Clock wiring as the flow saved it:
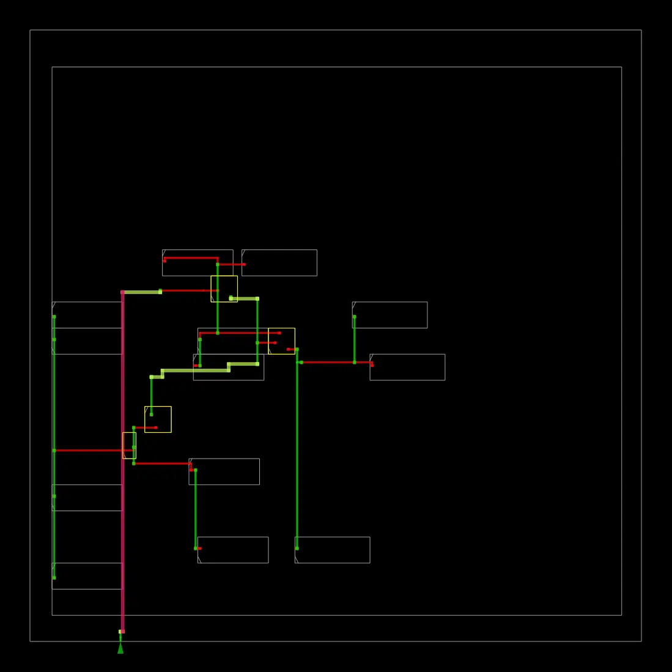
Clock network drawn from the DEF:
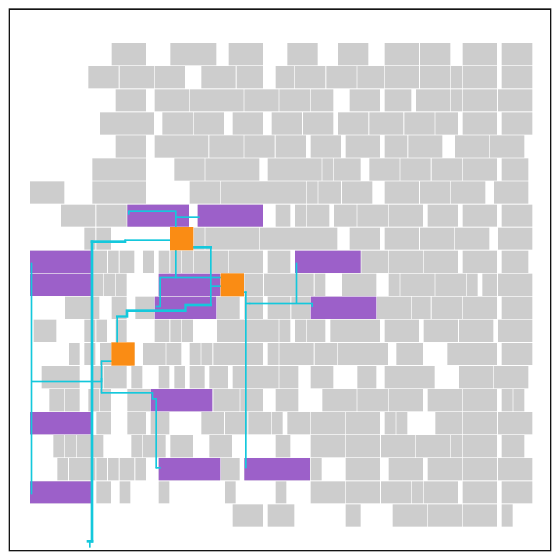
Sizing map:
Scale bar: 20 microns.
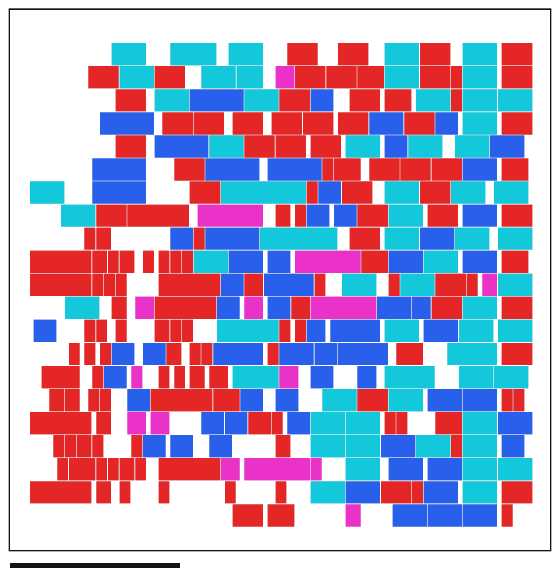
Design ram_port_arbiter, sky130hd; sources not shown.
==> deck_impl_summary.md <==
Flow Results at a Glance

Floorplanning
  • Chip area: 4057 sq um
  • Tap cells: 46
  • Row cnt: 21
  • Die Wd: 63.70 microns
  • Fp util: 28.39%
  • Die H: 63.70 microns
  • I/O Pins: 91

Final layout
  • Storage cell area: 265.3 sq um
  • Filler Cells Inserted: 209
  • Number of flip-flops in the largest register: 8
  • Commonest Layout Cell: buf_6
  • Fraction of area in registers: 9.934%
  • Non-clock buffering overhead: 49.25%
  • Final std cells w/o fill: 327
  • Layout cell share with drive strength beyond 1: 49.82%
  • Antenna Cells: 0
  • Top cell class by occupied area: buffers
  • Clk tree area frac: 0.9841%
  • Top Layout Cells: buf_6 (50), clkdlybuf4s50_1 (45), inv_1 (24), buf_4 (24), nor2_4 (21)
  • NumNets Final: 332
  • Logic Gate Count: 102
  • Logic share of the area: 30.51%

Route
  • Max Used Layer: met4
  • WL met1: 1982 microns
  • WL final: 5082 microns
  • Met3 WL: 315 microns
  • Routed Antenna Nets: 0
  • Vias: 1,517
  • Iteration-0 DRC Markers: 52
  • Metal2 WL: 2679 microns
  • # DRC: 0
  • Wire per inst: 15.54 microns

Worst setup path
  • Critical path type: reg -> out
  • Worst Setup Start Kind: flip-flop
  • Reg2Reg Depth: 6
  • WP depth: 6
  • FF-to-FF setup slack: 140 ps
  • CP cell instances: o21ai_4 > or2_1 > nand2_4 > inv_8 > a22o_1 > buf_6
  • Worst path slowest cell: dfxtp_2
  • CP max FO: 9
  • Buffers plus inverters on the worst setup path: 2
  • CP peak stage delay: 370 ps
  • WP data required: 1230 ps
  • Family with the most delay on the worst path: simple AND/OR/NAND/NOR gates
  • Crit end category: output pin
  • Worst Path Arrival: 1560 ps

Job
  • Tool warnings: 29
  • Max_cap viols: 0

Hold path
  • Worst hold-check path type: in -> reg
  • Worst hold path depth: 4

Synthesis
  • XOR Share, Synth: 0.9103%
  • Register area share after synthesis: 27.05%
  • Unique cell types: 24
  • And-or/or-and share of the synthesized area: 23.15%
  • Adder-Cell Fraction of Synth Area: 1.300%
  • Ys flop type: dfxtp_1
  • Top comb family, area: simple AND/OR/NAND/NOR gates
  • Syn_nets: 199
  • Yosys synthesis chip area: 962.2 sq um
  • MUX share of area: 0%
  • Synth Instances: 149
  • EDFF count, synth: 0
  • Synthesis Warnings: 0
  • Synth flops: 13
  • Mapped Area: 962.2 sq um
  • Ys async rst share: 0%

STA
  • Setup slack after layout: -330.9 ps
  • Relative slew slack: 80.91%
  • Setup_tns: -8243 ps
  • Final hold viol count: 0
  • Hold WS: 395.0 ps
  • Post-route clock period utilization: 120.7%
  • Max Slew Vio Count: 0
  • Unrepaired setup endpoints after global routing: yes
  • Slew at the pin with the worst max-slew slack: 286.0 ps
  • Fin crit period: 1931 ps
  • Setup Viol. Count Final: 40

Global route
  • Met3 Usage GRT: 4.643%
  • GRT met2 Usage: 41.97%
  • Global route overflow: 0
  • Via count of the first global-routing pass: 1,502
  • First-pass GRT wire length: 7031 microns
  • Pin count of the biggest net entering global routing: 11
  • Initial antenna violation count: 0
  • M1 GR Usage: 23.59%
  • Gr usage total: 22.05%
  • GRT busiest layer: met2

CTS
  • Longest Clk Path Bufs: 2
  • CTS tree: built
  • H-tree Lvls: 1
  • Reg clk slew, reported paths: 80 ps

Power and ir drop
  • Seq pwr: 0.341 mW
  • P_comb: 0.687 mW
  • Overall Power: 1.232 mW
  • Sw power: 0.4213 mW
  • Static Leak: 1.191 nW
  • Power per cell area: 461.2 nW/um^2
  • VDD IR-drop max: 0.4273 mV
  • Int Power: 0.8102 mW
  • Power share of the combinational group: 55.8%
  • Top power group: combinational logic
  • Sw Share: 34.21%
  • Sequential power share: 27.7%

Placement
  • Dpl ws: -1039 ps
  • Cell Area, Placed: 2205 sq um
  • PortBufs: 90
  • Total placed cells including tap cells: 302
  • GPL Wtd Cong: 0.7708
  • DPL Wire Length: 2999 microns

Status
  • Outcome: finished with violations
  • Failing checks: negative setup slack
-- 'clock wiring as the flow saved it' (at the start) --
P_clk: 0.203 mW
CLK BUF: 4
Flops: 13
CTS buffer count: 3

-- 'clock network drawn from the DEF' (at the start) --
- flip-flops: purple (count 13)
- clock wires: cyan (length 195 microns)
- clock-net drivers: orange (count 3)
- routed clock nets: 4
clock power share: 16.5%
Latency at later pin: 270 ps

-- 'sizing map' (at the start) --
- x6 and larger: cyan (cells 61; most used buf_6)
- x3 and x4: blue (cells 64; most used buf_4)
- x1 and smaller: red (cells 141; most used clkdlybuf4s50_1)
- x2: magenta (cells 15)
setup slack after layout: -330.9 ps
cell area after layout: 2670 sq um
P&R area growth vs syn: 177.5%
Buffers, non-clock: 127

-- synth_stat cells, drive strengths merged (2+ instances only) --
| library cell | instances | area, sq um |
|---|---|---|
| nor2 | 38 | 150.1 |
| inv | 29 | 113.9 |
| nand2 | 22 | 90.09 |
| a22o | 16 | 140.1 |
| dfxtp | 13 | 260.3 |
| nand3 | 7 | 35.03 |
| a21oi | 6 | 41.29 |
| buf | 3 | 33.78 |
| nor3 | 3 | 15.01 |
| o21ai | 3 | 18.77 |
| clkinv | 2 | 7.510 |
-- worst min-delay path, delay by kind of cell --
kind | cells | cell delay (ps)
buffers and inverters | 3 | 280
AND/OR/NAND/NOR | 1 | 80
-- timing repair --
item | CTS | global route
resized | 269 | 48
hold buffers | 0 | 0
pin swaps | 8 | 14
setup endpoints to repair | 49 | 48
cloned | 5 | 1
setup buffers | 9 | 8
Power is estimated from default activity; no workload was simulated.
